## config.mk

```make
export PLATFORM = sky130hd
export DESIGN_NAME = vending_machine
export DESIGN_NICKNAME = d
export VERILOG_FILES = /design/src/rtl/vending_pkg.sv /design/src/rtl/vending_machine_bin2bcd.sv /design/src/rtl/vending_machine.sv
export SDC_FILE = /design/constraint.sdc
export NUM_CORES = 1
export LEC_CHECK = 0
export CORE_ASPECT_RATIO = 1.2
export CORE_MARGIN = 3
export CORE_UTILIZATION = 35
export CTS_CLUSTER_DIAMETER = 120
export DETAILED_ROUTE_END_ITERATION = 6
export GPL_ROUTABILITY_DRIVEN = 1
export GPL_TIMING_DRIVEN = 0
export PLACE_DENSITY_LB_ADDON = 0.25
export SETUP_SLACK_MARGIN = 0.1
export SYNTH_ARGS = -nofsm -noshare
export SYNTH_HDL_FRONTEND = slang
export SYNTH_SLANG_ARGS = --single-unit
```

## constraint.sdc

```tcl
create_clock -name clk -period 20.5 [get_ports clk]
set_input_delay 4.1 -clock clk [delete_from_list [all_inputs] [get_ports clk]]
set_output_delay 4.1 -clock clk [all_outputs]
set_load 0.05 [all_outputs]
```

## src/rtl/vending_pkg.sv

```systemverilog
// Shared types and constants for the vending controller.
// Optional build macro: VEND_ERR_EN (error-flash state).
package vending_pkg;

  localparam int CREDIT_W = 10;

  typedef enum logic [1:0] {
    IDLE = 2'd0,
    VEND = 2'd1,
    ERR  = 2'd2
  } state_t;

  localparam logic [CREDIT_W-1:0] COIN5  = 10'd5;
  localparam logic [CREDIT_W-1:0] COIN10 = 10'd10;
  localparam logic [CREDIT_W-1:0] COIN25 = 10'd25;

endpackage

```

## src/rtl/vending_machine_bin2bcd.sv

```systemverilog
// Combinational 10-bit binary to 4-digit BCD (double-dabble).
// Optional build macro: VEND_ERR_EN (not used in this file).
module bin2bcd
  import vending_pkg::*;
(
  input  logic [CREDIT_W-1:0] i_bin,
  output logic [3:0]          o_d1,
  output logic [3:0]          o_d2,
  output logic [3:0]          o_d3,
  output logic [3:0]          o_d4
);

  localparam int SH_W = 16 + CREDIT_W;

  logic [SH_W-1:0] w_sh;

  // Shift-add-3: adjust each BCD nibble before every shift.
  always_comb begin
    w_sh = '0;
    w_sh[CREDIT_W-1:0] = i_bin;
    for (int i = 0; i < CREDIT_W; i++) begin
      for (int d = 0; d < 4; d++) begin
        if (w_sh[CREDIT_W+4*d +: 4] >= 4'd5)
          w_sh[CREDIT_W+4*d +: 4] =
            w_sh[CREDIT_W+4*d +: 4] + 4'd3;
      end
      w_sh = w_sh << 1;
    end
  end

  assign o_d1 = w_sh[CREDIT_W+0  +: 4];
  assign o_d2 = w_sh[CREDIT_W+4  +: 4];
  assign o_d3 = w_sh[CREDIT_W+8  +: 4];
  assign o_d4 = w_sh[CREDIT_W+12 +: 4];

endmodule

```

## src/rtl/vending_machine.sv

```systemverilog
// Coin-operated 4-item vending controller with BCD credit display.
// Optional build macro: VEND_ERR_EN (failed purchase flashes all LEDs).
module vending_machine
  import vending_pkg::*;
#(
  parameter int PRICE0     = 15,
  parameter int PRICE1     = 20,
  parameter int PRICE2     = 25,
  parameter int PRICE3     = 30,
  parameter int CREDIT_MAX = 995,
  parameter int LED_HOLD   = 8
) (
  input  logic       clk,
  input  logic       clr,
  input  logic [2:0] btn,
  input  logic [3:0] sw,
  output logic [3:0] disp_dig1,
  output logic [3:0] disp_dig2,
  output logic [3:0] disp_dig3,
  output logic [3:0] disp_dig4,
  output logic [3:0] leds
);

  localparam int CNT_W = $clog2(LED_HOLD + 1);

  logic [2:0]          r_btn_s1;
  logic [2:0]          r_btn_s2;
  logic [3:0]          r_sw_s1;
  logic [3:0]          r_sw_s2;
  logic [CREDIT_W-1:0] r_credit;
  logic [CNT_W-1:0]    r_cnt;
  state_t              r_state;

  logic [2:0]          w_btn_p;
  logic [3:0]          w_sw_p;
  logic                w_coin_hit;
  logic [CREDIT_W-1:0] w_coin_val;
  logic [CREDIT_W:0]   w_sum;
  logic                w_coin_ok;
  logic                w_buy_hit;
  logic [3:0]          w_buy_1h;
  logic [CREDIT_W-1:0] w_price;
  logic                w_buy_ok;

  assign w_btn_p = r_btn_s1 & ~r_btn_s2;
  assign w_sw_p  = r_sw_s1 & ~r_sw_s2;

  // Highest-value coin wins when several pulse together.
  always_comb begin
    w_coin_hit = 1'b1;
    w_coin_val = '0;
    if (w_btn_p[2])      w_coin_val = COIN25;
    else if (w_btn_p[1]) w_coin_val = COIN10;
    else if (w_btn_p[0]) w_coin_val = COIN5;
    else                 w_coin_hit = 1'b0;
  end

  assign w_sum = {1'b0, r_credit} + {1'b0, w_coin_val};
  assign w_coin_ok = w_coin_hit &&
    (w_sum <= (CREDIT_W+1)'(CREDIT_MAX));

  // Lowest-index selection wins; a coin in the same cycle drops it.
  always_comb begin
    w_buy_1h = 4'b0000;
    w_price  = '0;
    if (w_sw_p[0]) begin
      w_buy_1h = 4'b0001;
      w_price  = CREDIT_W'(PRICE0);
    end else if (w_sw_p[1]) begin
      w_buy_1h = 4'b0010;
      w_price  = CREDIT_W'(PRICE1);
    end else if (w_sw_p[2]) begin
      w_buy_1h = 4'b0100;
      w_price  = CREDIT_W'(PRICE2);
    end else if (w_sw_p[3]) begin
      w_buy_1h = 4'b1000;
      w_price  = CREDIT_W'(PRICE3);
    end
  end

  assign w_buy_hit = (|w_sw_p) && !w_coin_hit;
  assign w_buy_ok  = w_buy_hit && (r_credit >= w_price);

  // Input sync, credit register, LED FSM and hold counter.
  always_ff @(posedge clk) begin
    if (clr) begin
      r_btn_s1 <= '0;
      r_btn_s2 <= '0;
      r_sw_s1  <= '0;
      r_sw_s2  <= '0;
      r_credit <= '0;
      r_cnt    <= '0;
      r_state  <= IDLE;
      leds     <= 4'b0000;
    end else begin
      r_btn_s1 <= btn;
      r_btn_s2 <= r_btn_s1;
      r_sw_s1  <= sw;
      r_sw_s2  <= r_sw_s1;

      if (w_coin_ok)
        r_credit <= w_sum[CREDIT_W-1:0];
      else if (w_buy_ok)
        r_credit <= r_credit - w_price;

      if (w_buy_ok) begin
        leds    <= w_buy_1h;
        r_cnt   <= CNT_W'(LED_HOLD);
        r_state <= VEND;
`ifdef VEND_ERR_EN
      end else if (w_buy_hit) begin
        leds    <= 4'b1111;
        r_cnt   <= CNT_W'(LED_HOLD);
        r_state <= ERR;
`endif
      end else if (r_state != IDLE) begin
        if (r_cnt <= CNT_W'(1)) begin
          leds    <= 4'b0000;
          r_cnt   <= '0;
          r_state <= IDLE;
        end else begin
          r_cnt <= r_cnt - CNT_W'(1);
        end
      end
    end
  end

  bin2bcd u_bcd (
    .i_bin (r_credit),
    .o_d1  (disp_dig1),
    .o_d2  (disp_dig2),
    .o_d3  (disp_dig3),
    .o_d4  (disp_dig4)
  );

endmodule

```

==> results.cfg <==
; implementation run metrics
[detailed_routing]
drc = 0
vias = 3436
drtAntennaViolNets = 0
drt_iter0_drc = 158

[critical_path]
cp.arrival_ps = 9410
critPathCaptureType = output port
cpMostUsedCell = ha_1
crit_required_ps = 16400
critPathSlowestCell = clkdlybuf4s50_1
critPathLaunchType = flip-flop

[die]
die_h_um = 116.9

[cells_and_area]
nets = 535
drive_above_1_share = 0.09839

[synthesis]
syn_area_per_cell_um2 = 7.745
synth_area_um2 = 3586
async_flop_share = 0
top_logic_kind = AND-OR/OR-AND gates
ys_sh_xor = 0.05304

[cts]
cts-buffers-inserted = 5
cts_resized = 0
cts_root_buffer = clkbuf_16
cts_max_level = 2

[timing]
finalSetupViolCount = 0
finalWorstSetupSlack_ps = 6985
max_freq_ghz = 0.07399

[outcome]
status = completed
[flip-flops by register name, summed over array words and instances (netlist names)]
name,count
leds,4
r_sw_s1,4
r_cnt,4
r_btn_s1,3
r_btn_s2,3
r_credit,10
r_state,1
r_sw_s2,4
[cells in the mapped netlist, types with 3 or more instances]
master / number
o22ai_1: 5
o21ai_0: 20
o32ai_1: 3
nor2b_1: 21
buf_4: 4
inv_1: 21
nor2_1: 50
a21o_1: 7
a221oi_1: 3
o21a_1: 5
nand2_1: 23
and3_1: 3
nand4_1: 5
mux2_2: 4
nand3_1: 12
xnor2_1: 15
nand2b_1: 15
dfxtp_1: 33
ha_1: 27
a21oi_1: 30
o22a_1: 3
o211ai_1: 3
nor3_1: 20
xor2_1: 3
o21bai_1: 4
o21ai_1: 4
or2_2: 4
buf_2: 3
a32oi_1: 5
nor4_1: 3
or3_1: 5
clkbuf_1: 11
mux2i_1: 11
a2111oi_0: 3
inv_2: 3
o2111ai_1: 3
a211oi_1: 8
[worst max-delay path: cells and delay by family, from the launching register on]
kind	cells	cell delay [ps]
flip-flops	1	360
buffers and inverters	9	1950
AND/OR/NAND/NOR	11	2820
multiplexers	2	390
XOR/XNOR	1	270
AND-OR/OR-AND	8	1820
adder cells (fa/ha/maj)	7	1540
[final cells by class]
type,count,area share
multi-input combinational,386,0.6577
sequential,33,0.1594
timing repair buffer,25,0.06037
tap,123,0.03713
clock buffer,5,0.03018
buffer,21,0.02717
inverter,25,0.02264
clock inverter,3,0.005433
[cells by family after synthesis]
kind of cell             count (synthesis)
other                                    1
AND/OR/NAND/NOR                        176
adder cells (fa/ha/maj)                 30
XOR/XNOR                                20
multiplexers                            17
buffers and inverters                   46
AND-OR/OR-AND                          140
flip-flops                              33
[metal layers]
layer	part of all wire	wire, µm	vias up	GRT usage
met3	0.027	230	13	0.01897
li1	-	-	1762	-
met1	0.46	3847	1604	0.1770
met5	0	0	-	0
met4	0.012	98	0	0.04098
met2	0.50	4241	57	0.2760
[worst paths after layout]
path / from / to / slack, ps / cells past startpoint
max reg2reg: r_sw_s1[1] / r_credit[7] / 16920 / 14
min: r_btn_s1[2] / r_btn_s2[2] / 460 / 1
max: r_credit[7] / disp_dig2[1] / 6990 / 38
min reg2reg: r_btn_s1[2] / r_btn_s2[2] / 460 / 1
[stage by stage]
stage,utilization,hold WS [ps]
final,0.4247,463.4
after global placement,0.4096,454.1
after detailed placement,0.4096,460.8
after global routing,0.4247,473.3
after floorplan,-,439.2
after CTS,0.4247,466.4
[cells in the final DEF (no fill, tap or decap), drive strengths merged, types with 11 or more instances in the layout]
cell type,n
nor2,50
dfxtp,33
a21oi,32
ha,27
clkdlybuf4s50,25
o21ai,25
inv,24
nand2,23
nor2b,21
nor3,20
xnor2,17
clkbuf,16
nand2b,15
nand3,12
mux2i,11
**Zoomed window**

Region (64, 78) to (84, 98) µm. Cells in grey, sequential cells in the stronger grey; small squares are vias.
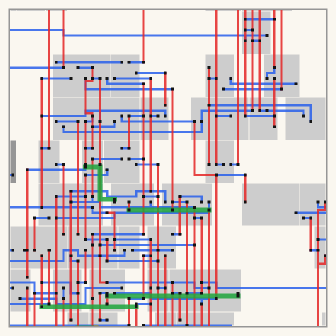
blue -> met1
green -> met3
orange -> met4
red -> met2
cells with their middle in the window = 28
most frequent = nand3_1 (3)
sequential cells in the window = 0

**Pin placement**

Scale bar: 20 µm. Pins as bars across the die edge, other pins in grey.
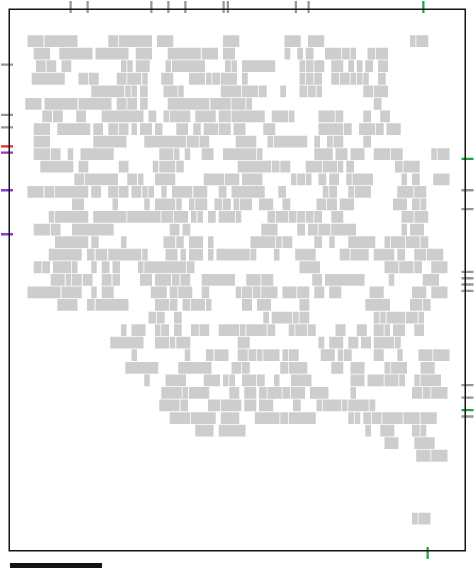
purple -> `btn`  # pins 3, direction input, edge west
red -> `clr`  # pins 1, direction input, edge west
green -> `disp_dig4`  # pins 4, direction output, edge 2 east, 1 north, 1 south
all pins by edge = 11 east, 10 north, 7 west, 1 south

**Sizing map**

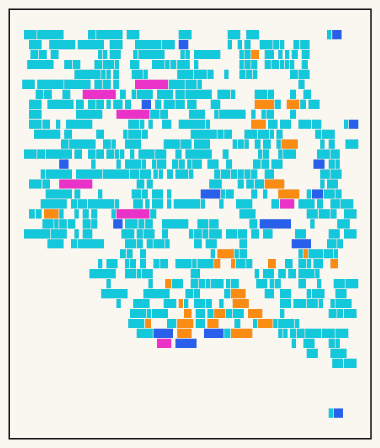
magenta -> drive 6 and up  # cells 7, share 1.4%
cyan -> drive 1 or less  # cells 449, share 90%
blue -> drive 3 to 4  # cells 15, share 3.0%
orange -> drive 2  # cells 27, share 5.4%

**Placed standard cells**

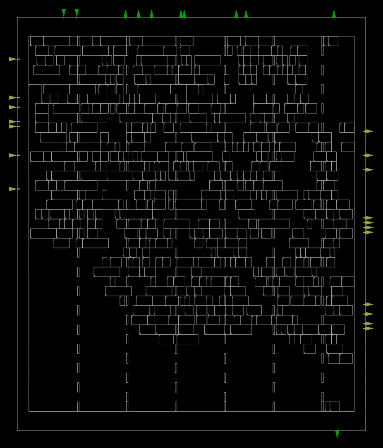
FF+latch count: 33
core region area: 9759 µm²
Fillers: 1,001
final core occ: 0.4247

